Design mux2_sel_arbiter, sky130hd; sources not shown.
Fig. 1: the metal 1 layer
Bar = 10 um. Supply wires on this layer in grey.
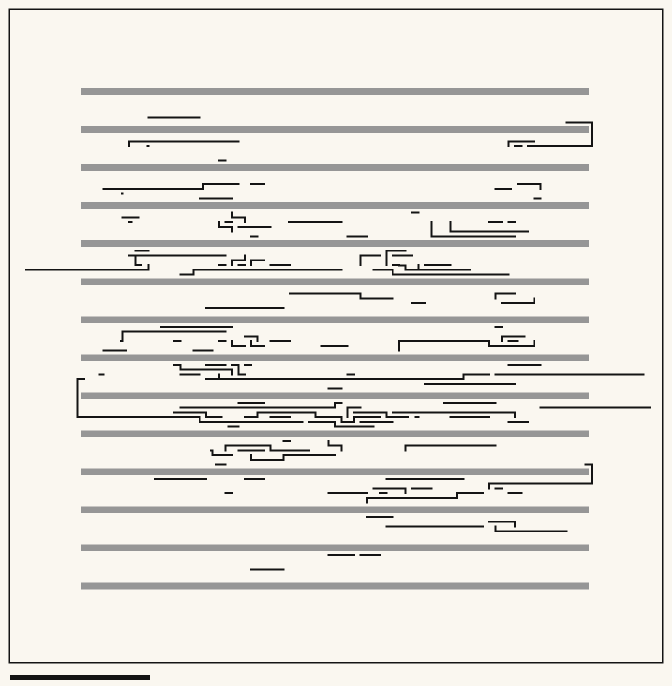
nets with wire on the layer	71
main direction	horizontal
wire length on this layer	409 um
met1 usage in global routing: 0.108
vias after detailed routing: 375

Fig. 2: met2 routing
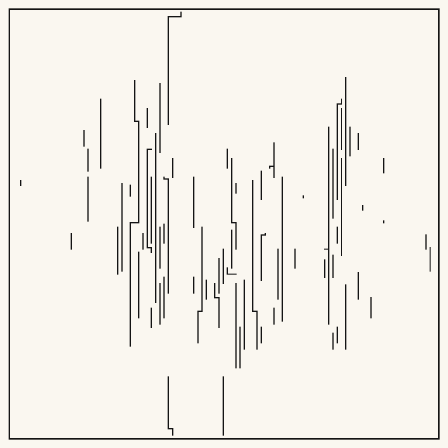
share of all routed wire	45%
wire length on this layer	413 um
main direction	vertical
nets with wire on the layer	63
longest straight run	21.4 um
wire length reported by the detailed router: 926 um
global routing met2 resource utilization: 0.170

Fig. 3: the metal 3 layer
Bar = 10 um.
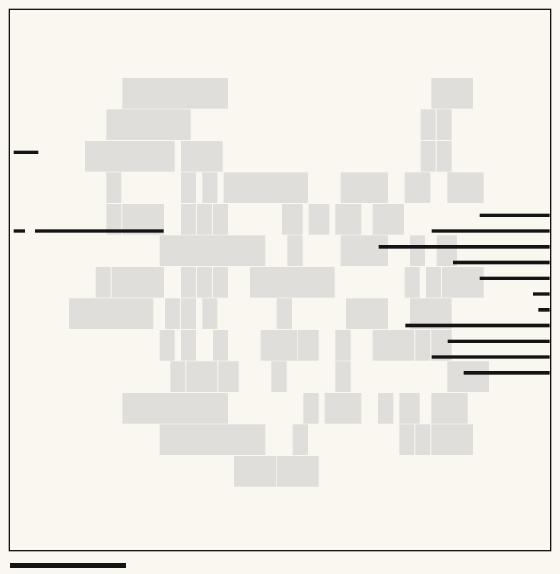
nets with wire on the layer	13
main direction	horizontal
share of all routed wire	10%
met3 Usage GRT: 0.0352

==> notes.org <==
#+TITLE: Physical design notes

** Critical path
- The critical path's slowest stage uses the library cell clkdlybuf4s50_1.
- Looking at the setup timing report, the critical path kind is in2out.
- For this run, the slowest stage of the critical path takes 550 ps.
- The critical path maximum fanout is 5.
- Data arrives at the worst endpoint at 1430 ps.
- Worst reg-to-reg path cell count :: 10
- The worst setup path is captured at an output port.

** Route
- Average via count per standard cell :: 4.21
- Routed metal-1 wire length :: 409 um
- In this run the remaining antenna-violating nets after routing total 0.
- Per the detail_route log, the uppermost layer with routed signals is met4.
- Routed wl met3 :: 96 um
- Before antenna repair, the detailed router went through 4 iterations.

** Pwr
- The power report attributes to the combinational group a share of 0.210.
- Fraction of power consumed by the clock network :: 0.579
- Fraction of power consumed by sequential logic :: 0.211
- Leak Pwr :: 0.299 nW

** Finish
- After layout, the clock buffer instance count stands at 3.
- In the layout the commonest cells are 18 x nand2_1, 10 x clkdlybuf4s50_1, 8 x inv_1.
- The register with the most flip-flops in the layout has 2 of them.
- Final instance area :: 598 sq um
- The fraction of cell area in multi-input combinational cells is reported as 0.354.
- FF+latch count :: 5
- The layout report lists the combined flip-flop and latch area as 101 sq um.

** Yosys
- Top logic family :: simple AND/OR/NAND/NOR gates
- The synthesis stats list as the most numerous cell nand2_1.
- Of the total synthesized cell area, the portion taken by AND, OR, NAND and NOR gates is 0.369.
- Leading post-synthesis cells by cell area :: dfxtp_1 30%, nand2_1 20%, inv_1 7.8%
- Yosys adder share :: 0.0746
- Total of warnings raised by yosys :: 0
- Mean Syn Cell Area :: 6.21 sq um
- In this run, the synthesized area fraction spent on AND-OR/OR-AND gates is recorded as 0.134.

** Outcome
- The flow ran to the end, and the final reports show no timing, DRC or antenna violations.

** Final timing
- Layout Skew :: 1.48 ps
- Final worst slack :: 89.1 ps
- RSZ-0062 raised after global routing :: false
- The most critical hold endpoint after final layout shows a slack of 459 ps.

** Placement
- Placer's final routability congestion estimate :: 0.759
- The placement stage leaves a total instance area of 504 sq um.

** CTS
- TritonCTS created 3 clock buffers.

** Global routing
- Total gr overflow :: 0
Power figures rest on the tool's default switching activity, not on a simulated workload.
